Fig. 1: run 1, cell placement
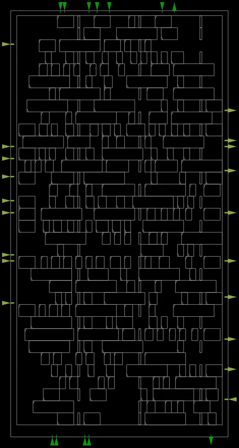
Fig. 2: run 1, pin placement
Bar = 10 um. Pins as bars across the die edge, other pins in grey.
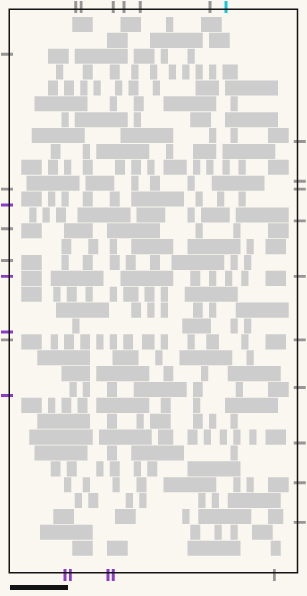
Fig. 3: run 1, drive-strength map
Bar = 10 um.
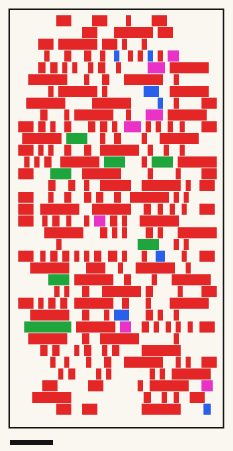
**src/rtl/serial_adder_fsm.sv**
```systemverilog
// Bit-serial WIDTH-bit adder: one full adder, operand/result shift registers and a
// start/busy/done sequencer. Define SERIAL_ADDER_OVF_EN to add the signed-overflow output ovf.

module full_adder_structural (
    input  logic A,
    input  logic B,
    input  logic Cin,
    output logic S,
    output logic Cout
);
    logic axb;
    logic gen;
    logic prop;

    xor u_x1 (axb, A, B);
    xor u_x2 (S, axb, Cin);
    and u_a1 (gen, A, B);
    and u_a2 (prop, axb, Cin);
    or  u_o1 (Cout, gen, prop);
endmodule

module serial_adder_fsm #(
    parameter int WIDTH = 8
) (
    input  logic             clk,
    input  logic             rst_n,
    input  logic             start,
    input  logic [WIDTH-1:0] a,
    input  logic [WIDTH-1:0] b,
    input  logic             cin,
    output logic             busy,
    output logic             done,
    output logic [WIDTH-1:0] sum,
    output logic             cout
`ifdef SERIAL_ADDER_OVF_EN
    ,
    output logic             ovf
`endif
);
    localparam int CW = $clog2(WIDTH) + 1;
    localparam logic [CW-1:0] LAST_BIT = CW'(WIDTH - 1);

    typedef enum logic [1:0] {
        S_IDLE,
        S_RUN,
        S_DONE
    } state_e;

    state_e           state_q;
    logic [WIDTH-1:0] shift_a_q;
    logic [WIDTH-1:0] shift_b_q;
    logic [WIDTH-1:0] shift_s_q;
    logic [WIDTH-1:0] shift_s_d;
    logic             carry_q;
    logic [CW-1:0]    cnt_q;
    logic             busy_q;
    logic             done_q;
    logic [WIDTH-1:0] sum_q;
    logic             cout_q;
    logic             fa_s;
    logic             fa_cout;

    full_adder_structural u_fa (
        .A    (shift_a_q[0]),
        .B    (shift_b_q[0]),
        .Cin  (carry_q),
        .S    (fa_s),
        .Cout (fa_cout)
    );

    // The new sum bit enters at the MSB so bit 0 lands at position 0 after WIDTH shifts.
    assign shift_s_d = {fa_s, shift_s_q[WIDTH-1:1]};

`ifdef SERIAL_ADDER_OVF_EN
    // The operand MSBs are shifted out during RUN, so they are kept aside at capture.
    logic a_msb_q;
    logic b_msb_q;
    logic ovf_q;

    always_ff @(posedge clk or negedge rst_n) begin
        if (!rst_n) begin
            a_msb_q <= 1'b0;
            b_msb_q <= 1'b0;
            ovf_q   <= 1'b0;
        end else if (state_q == S_IDLE && start) begin
            a_msb_q <= a[WIDTH-1];
            b_msb_q <= b[WIDTH-1];
        end else if (state_q == S_RUN && cnt_q == LAST_BIT) begin
            ovf_q <= (a_msb_q == b_msb_q) && (fa_s != a_msb_q);
        end
    end

    assign ovf = ovf_q;
`endif

    // NOTE: all state, shift registers included, is cleared asynchronously and updated with
    // non-blocking assignments so every register samples pre-edge values of the others.
    always_ff @(posedge clk or negedge rst_n) begin
        if (!rst_n) begin
            state_q   <= S_IDLE;
            shift_a_q <= '0;
            shift_b_q <= '0;
            shift_s_q <= '0;
            carry_q   <= 1'b0;
            cnt_q     <= '0;
            busy_q    <= 1'b0;
            done_q    <= 1'b0;
            sum_q     <= '0;
            cout_q    <= 1'b0;
        end else begin
            case (state_q)
                S_IDLE: begin
                    if (start) begin
                        shift_a_q <= a;
                        shift_b_q <= b;
                        carry_q   <= cin;
                        cnt_q     <= '0;
                        busy_q    <= 1'b1;
                        state_q   <= S_RUN;
                    end
                end
                S_RUN: begin
                    shift_a_q <= shift_a_q >> 1;
                    shift_b_q <= shift_b_q >> 1;
                    shift_s_q <= shift_s_d;
                    carry_q   <= fa_cout;
                    cnt_q     <= cnt_q + CW'(1);
                    if (cnt_q == LAST_BIT) begin
                        sum_q   <= shift_s_d;
                        cout_q  <= fa_cout;
                        busy_q  <= 1'b0;
                        done_q  <= 1'b1;
                        state_q <= S_DONE;
                    end
                end
                S_DONE: begin
                    done_q  <= 1'b0;
                    state_q <= S_IDLE;
                end
                default: begin
                    busy_q  <= 1'b0;
                    done_q  <= 1'b0;
                    state_q <= S_IDLE;
                end
            endcase
        end
    end

    assign busy = busy_q;
    assign done = done_q;
    assign sum  = sum_q;
    assign cout = cout_q;
endmodule

```
**config.mk**
```make
export PLATFORM = sky130hd
export DESIGN_NAME = serial_adder_fsm
export DESIGN_NICKNAME = d
export VERILOG_FILES = /design/src/rtl/serial_adder_fsm.sv
export SDC_FILE = /design/constraint.sdc
export NUM_CORES = 1
export LEC_CHECK = 0
export ABC_AREA = 1
export CELL_PAD_IN_SITES_DETAIL_PLACEMENT = 1
export CELL_PAD_IN_SITES_GLOBAL_PLACEMENT = 1
export CORE_ASPECT_RATIO = 2
export CORE_UTILIZATION = 40
export CTS_BUF_LIST = sky130_fd_sc_hd__clkbuf_4 sky130_fd_sc_hd__clkbuf_8
export DETAILED_ROUTE_END_ITERATION = 7
export PLACE_DENSITY = 0.79
export SLEW_MARGIN = 15
export SYNTH_ARGS = -nofsm -noshare
export SYNTH_HDL_FRONTEND = slang
export SYNTH_SLANG_ARGS = --single-unit
```
**constraint.sdc**
```tcl
create_clock -name clk -period 2.05 [get_ports clk]
set_input_delay 0.615 -clock clk [delete_from_list [all_inputs] [get_ports clk]]
set_output_delay 0.615 -clock clk [all_outputs]
set_load 0.005 [all_outputs]
```
==> reports/notes.md, run 1 <==
The largest net degree at the start of global routing was 42. The tools report the overall power after layout as 3160 uW. For the quantity of hold-fixing buffers added after cts, the log shows 0. The run gives 2.25% for the area fraction in compound gates. The post-synthesis instance total is 199.

The switching power summed over all nets was 1100 uW; the combinational fraction of the cell area was 29.4%. The warning total across the stage logs works out to 26. In the final layout, the clock buffer count is 7.

The violation tally recorded at the end of detailed-routing iteration 0 is 13. Hold-check failures listed in the final report amount to 0. The top fanout value on the critical path was 2.

The worst register-to-register path depth is 5. The busiest layer in global routing is met2. The top cell type's share of synthesized area was 57.7%.

Between clock sinks in the finished design, the worst skew comes to 0.00831 ns. The routed layout reports a DRC error count of 0. The clock tree synthesis step divided the H-tree into 2 levels. In the final layout, clock buffers and inverters account for 5.42% of the cell area. The run finished with clean final reports. The non-clock inverter total of the final layout came out at 9. The number of antenna diodes in the final layout is 0. The tools report the cell total in the yosys stat output as 199.

The data arrival time of the worst path is 1.17 ns, and the post-layout minimum cycle time is 1.78 ns. In the final report, the number of pins over their slew limit comes to 0. The sequential standard cell area is 1030 um^2.

The accumulated negative setup slack was 0 ns. Critical path's slowest cell: sky130_fd_sc_hd__clkdlybuf4s50_1. The number of global-route vias before repair is 1,499. For this run, combinational gates with multiple inputs come to 141. For the worst reg-to-reg path, the endpoint reported by OpenROAD is shift_a_q[1]. The count of cells in the finished layout, fillers not included, comes to 286. The clock network burns 21.5% of the power. Ranking logic cells in the layout by count gives the top entries 84 x sky130_fd_sc_hd__nand2_1, 41 x sky130_fd_sc_hd__dfrtp_1, 38 x sky130_fd_sc_hd__nand3_1. The run gives 34.7% for the share of total power consumed by net switching. The adder-cell area share of the yosys netlist works out to 1.83%.
Back to the opening pictures, Fig. 1:
tap cells: 54
area inside the core boundary: 4300 um^2

Back to the opening pictures, Fig. 2:
| colour | port | pins | direction | edge |
|---|---|---|---|---|
| purple | `b` | 8 | input | 4 left, 4 bottom |
| cyan | `busy` | 1 | output | top |
all pins by edge: 10 right, 9 left, 7 top, 5 bottom
width of the chip: 49.2 um
number of input and output port buffers inserted: 30
height of the die: 96.3 um

Back to the opening pictures, Fig. 3:
| colour | size | cells | most used |
|---|---|---|---|
| red | drive 1 or less | 211 | nand2_1 |
| blue | drive 2 | 7 | inv_2 |
| magenta | drive 3 to 4 | 7 | buf_4 |
| green | drive 6 and up | 7 | clkbuf_8 |
post-route standard cell area excluding fillers: 2220 um^2
final setup slack of the worst path: 0.267 ns
Layout Area Growth over Synthesis: 24.6%
count of non-CTS buffers in the layout: 33

run 1: synth_stat cells (all sizes together):
cell   number
o21ai       8
nand2      86
buf         8
nand3      40
ha          1
inv         9
nand4       1
nor2        4
dfrtp      41
fa          1
run 1: power groups by stage:
stage	Combinational [uW]	Sequential, uW	Clock (uW)
6_report	1100	1380	678
5_1_grt	1260	1430	722
4_1_cts	1130	1390	698
3_5_place_dp	1120	1400	0
3_3_place_gp	1080	1380	0
2_1_floorplan	762	1360	0
run 1: worst max path at each step:
stage,startpoint,slack [ns],to
after floorplan,start,0.92,shift_a_q[0]
after global placement,start,0.36,shift_a_q[6]
after detailed placement,start,0.31,shift_a_q[2]
after CTS,cout,0.24,cout
after global routing,cout,0.22,cout
final,cout,0.27,cout
Fig. 4: run 1, the metal 3 layer
Bar = 10 um.
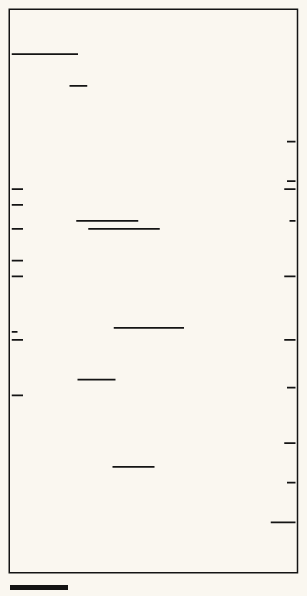

==> inputs of run 2 (changes only) <==
CORE_ASPECT_RATIO = 0.5   (was 2)
SKIP_CTS_REPAIR_TIMING = 1   (was default)
Fig. 5: run 2, the metal 3 layer
Bar = 20 um.
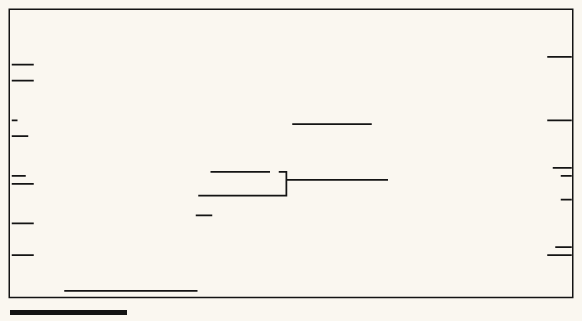
share of all routed wire: 3.4%
main direction: horizontal
wire length on this layer: 129 um
nets with wire on the layer: 18
longest straight run: 22.5 um
total number of vias: 1,394
met3 Usage GRT: 5.14%
sum of routed wire length over all layers: 3.83 mm

==> run 2 against run 1 <==
  * Synthesized cell count did not move
  * Clock power shrank 8.3%
  * Routed wire length increased by 4.2%
  * Worst setup slack improved by 0.012 ns
  * Critical path type unchanged
  * Power shrank 1.3%
  * Critical endpoint is now busy
  * Global-route usage rose by 0.20 points
  * Fmax up 0.70%
==> reports/notes.md, run 2 <==
Area fraction in compound gates: 2.25% (unchanged). With the top fanout value on the critical path at 2 (unchanged), the utilization after layout is 54.1%. Peak per-stage delay on the critical path: 0.51 ns.

The layout overhead on the synthesized area is 24.1%. The run gives 1030 um^2 (unchanged) as the sequential standard cell area. Accumulated negative setup slack: 0 ns (unchanged). The cell depth of the worst flop-to-flop path was 5 (unchanged); the total of plain and repair buffers excluding clock buffers was 34 (+3.0%). The number of inserted diodes is 0 (unchanged), and the async set or reset register ratio after synthesis is 100% (unchanged). CTS placed an instance of sky130_fd_sc_hd__clkbuf_8 at the clock tree root. The commonest cells after synthesis are 84 x sky130_fd_sc_hd__nand2_1, 41 x sky130_fd_sc_hd__dfrtp_1, 38 x sky130_fd_sc_hd__nand3_1, 7 x sky130_fd_sc_hd__o21ai_0, 6 x sky130_fd_sc_hd__inv_1. Number of flops mapped to enable cells by yosys: 0 (unchanged). The horizontal extent of the die was 96.3 um (+96%).

Number of buffers inserted by port buffering: 30 (unchanged). The run gives 199 (unchanged) as the cell total in the yosys stat output. The share of total power consumed by net switching is 35.6% (+0.89 points). Looking at the gate-level netlist, the highest instance count belongs to sky130_fd_sc_hd__nand2_1. The most critical setup path has its endpoint at busy.

With the post-synthesis instance total at 199 (unchanged), the synthesis-stage register bit count is 41. With the number of clock buffer instances in the layout at 5 (-2), the maximum level of the CTS H-tree is 2 (unchanged). The top cell type's share of synthesized area came out at 57.7% (unchanged). The adder-cell area share of the yosys netlist was 1.83% (unchanged).

The most used flip-flop cell was sky130_fd_sc_hd__dfrtp_1. With the non-clock inverter total of the final layout at 9 (unchanged), the relative area of clock buffers and inverters in the final design is 4.70% (-0.72 points). The logs give 19.9% (-1.6 points) for the clock group share of total power and 4080 um^2 (-5.0%) for the area of the core. The run gives 0 (unchanged) for the DRC violation count after routing. The switching power summed over all nets is 1110 uW (+1.3%), and the number of hold violations in the final report is 0 (unchanged). The run gives 1,435 (-4.3%) as the number of global-route vias before repair. The data arrival time of the worst path is 1.16 ns (about the same), and the tapcell count is 54 (unchanged). The worst reg-to-reg setup slack is 0.76 ns.

The run gives 0.00341 ns (-0.00490 ns) as the clock skew. With the overall power after layout at 3120 uW (-1.3%), the routed wire length per instance is 13.4 um. For the max-slew violation count, the log shows 0 (unchanged). The timing report shows that the slowest cell on the worst path is sky130_fd_sc_hd__clkdlybuf4s50_1. The post-layout minimum cycle time came out at 1.77 ns (-0.0125 ns).

For reference, the critical path is launched at busy. The count of multi-input combinational gates is 141 (unchanged), and the violation count after the first detailed-routing iteration is 45 (+32). The mapped netlist covers 1780 um^2. The flow ran to the end, and the final reports show no timing, DRC or antenna violations. The endpoint identified for the worst register-to-register timing path is shift_b_q[4].
-- run 2: metal layers --
layer	routed length (um)	up-vias	share of wire (%)	global-route usage [%]
li1	-	697	-	-
met1	1830	671	48	23.5
met2	1860	24	49	30.5
met3	128	2	3.3	5.14
met4	7	0	0.18	4.41
met5	0	-	0	0
-- run 2: through the flow --
stage	std cells	hold slack (ns)	setup slack (ns)	instance area [um^2]
global route	286	0.322	0.234	2210
detailed placement	279	0.464	0.320	2100
floorplan	199	0.319	0.920	1780
global placement	279	0.455	0.340	2100
CTS	286	0.312	0.259	2210
finish	286	0.302	0.280	2210
-- run 2: power by group through the flow --
stage,Sequential (uW),Combinational [uW],Clock (uW)
detailed placement,1400,1120,0
CTS,1390,1130,638
floorplan,1360,762,0
global placement,1380,1080,0
finish,1390,1110,622
global route,1440,1280,669
==> inputs of run 3 (changes only) <==
GPL_ROUTABILITY_DRIVEN = 0   (was default)
Fig. 6: run 3, the metal 3 layer
Bar = 20 um.
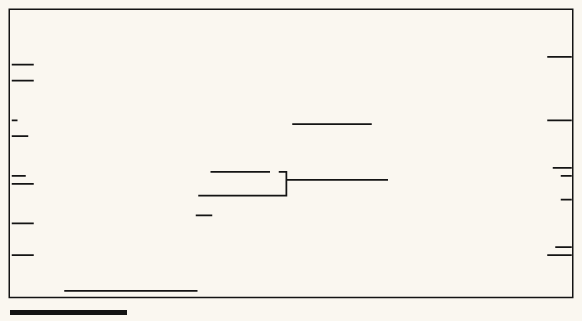
share of all routed wire: 3.4%
wire length on this layer: 129 um
longest straight run: 22.5 um
main direction: horizontal
nets with wire on the layer: 18

==> run 3 against run 2 <==
  * Worst setup slack unchanged
  * Highest routed layer unchanged
  * Clock-buffer cell count unchanged
  * Core utilization unchanged
  * Synthesized cell count unchanged
  * Largest cell class unchanged
  * Critical path depth unchanged
  * Clock skew unchanged
  * Critical path type unchanged
  * Largest power group unchanged
==> reports/notes.md, run 3 <==
The run gives 2.25% (unchanged) for the area fraction in compound gates. The run gives 2100 um^2 (unchanged) for the post-place instance area. The layout overhead on the synthesized area came out at 24.1% (unchanged).

The tools report the global routing usage on met3 as 5.14% (unchanged). Signal nets in the final route climb as high as met4. The run gives 1,435 (unchanged) for the number of global-route vias before repair. The max-slew violation count came out at 0 (unchanged).

The logs give a warning total of 26. The power dissipated in combinational cells was 1110 uW (about the same); the maximum level of the CTS H-tree was 2 (unchanged). The horizontal extent of the die is 96.3 um (unchanged), and the utilization after layout is 54.1% (unchanged).

Worst hold slack after final layout: 0.302 ns (unchanged). Critical path's slowest cell: sky130_fd_sc_hd__clkdlybuf4s50_1. The first global-routing pass estimated 6.58 mm of wire. The met3 routed wirelength was 128 um (unchanged); the fraction of met1 tracks used by global routing was 23.5% (unchanged). The switching power summed over all nets came out at 1110 uW (unchanged). The synthesis-stage register bit count is 41 (unchanged). Per the CTS log, the root buffer master is sky130_fd_sc_hd__clkbuf_8. The post-layout minimum cycle time is 1.77 ns (unchanged).

The tools report the number of inserted diodes as 0 (unchanged). The number of flops mapped to enable cells by yosys was 0 (unchanged); the power consumed by sequential cells was 1390 uW (about the same). The cell total in the yosys stat output was 199 (unchanged); the overall power after layout was 3120 uW (unchanged). The run gives 3.83 mm (unchanged) as the total wire length after detailed routing.

The run gives 0.51 ns (about the same) for the peak per-stage delay on the critical path. The run gives 622 uW (about the same) for the clock group power. Ranked by power, first place goes to registers. Area of the mapped netlist: 1780 um^2 (unchanged). The run gives 13.4 um (unchanged) for the routed wire length per instance. For this run the top cell type by instance count after synthesis was sky130_fd_sc_hd__nand2_1. Data arrival time of the worst path: 1.16 ns (about the same). The via total after detailed routing is 1,394 (unchanged). The worst slack at placement was 0.320 ns (unchanged); the accumulated negative setup slack was 0 ns (unchanged). The clock skew was 0.00341 ns (unchanged); the global-route met2 utilization was 30.5% (unchanged). The share of total power consumed by net switching came out at 35.6% (unchanged). The post-synthesis instance total was 199 (unchanged). The flow ran to the end, and the final reports show no timing, DRC or antenna violations. The worst path buffer plus inverter count came out at 1. The tools report the minimum setup slack in the final design as 0.280 ns (unchanged).

The top cell type's share of synthesized area is 57.7% (unchanged), and the routed length on met1 is 1.83 mm (unchanged). The number of hold violations in the final report is 0 (unchanged). The cell area after layout is 2210 um^2 (unchanged). The wire length on met2 is 1.86 mm (unchanged), and the top fanout value on the critical path is 2 (unchanged).

With the async set or reset register ratio after synthesis at 100% (unchanged), the violation count after the first detailed-routing iteration is 45 (unchanged). Yosys reports that the most numerous cell types are 84 x sky130_fd_sc_hd__nand2_1, 41 x sky130_fd_sc_hd__dfrtp_1, 38 x sky130_fd_sc_hd__nand3_1, 7 x sky130_fd_sc_hd__o21ai_0, 6 x sky130_fd_sc_hd__inv_1. The run gives 4080 um^2 (unchanged) for the area of the core. After global routing, the most crowded layer is met2. The number of detailed-route iterations in the first pass was 4. The most used flip-flop cell after synthesis is sky130_fd_sc_hd__dfrtp_1.

The run gives 279 (unchanged) for the total placed cells including tap cells. The DRC violation count after routing was 0 (unchanged).
run 3: cell counts in the layout (fill, tap and decap cells not counted):
No cell type changed its count.
run 3: worst paths after layout:
path                            slack [ns]      endpoint  depth (start not counted)         start
worst max-delay path                  0.28          busy                          1          busy
worst min-delay path                  0.30  shift_b_q[4]                          1         rst_n
worst max register to register        0.76  shift_b_q[4]                          5    state_q[0]
worst min register to register        0.48        sum[1]                          2  shift_s_q[2]
max in group asynchronous             1.20  shift_b_q[3]                          2         rst_n
min in group clk                      0.48        sum[1]                          2  shift_s_q[2]
run 3: cell type report:
type | count | area (um^2)
fill | 493 | 1880
sequential | 41 | 1030
multi-input combinational | 141 | 652
timing repair buffer | 34 | 325
clock buffer | 5 | 68.8
tap | 54 | 67.6
clock inverter | 2 | 35.0
inverter | 9 | 33.8

==> notes/layouts.md <==
Pictures saved along the way, in no particular order.

Signal wires by layer.
(a)
Bar = 10 um.
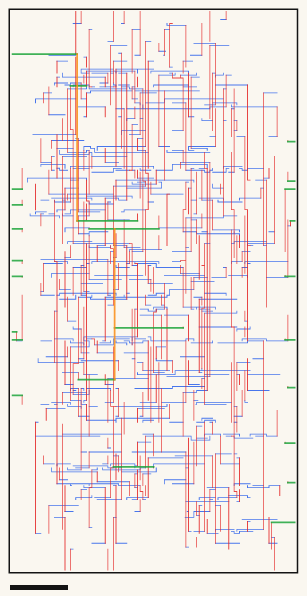
(b)
Bar = 20 um.
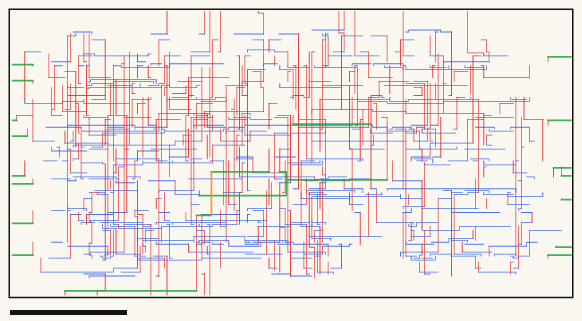
- (a) = run 1
- (b) = run 3

Key to (a):
| colour | layer | wire length |
|---|---|---|
| blue | met1 | 1,490 um |
| orange | met4 | 54.4 um |
| green | met3 | 88.5 um |
| red | met2 | 2,050 um |

Power and IR drop assume default switching activity.
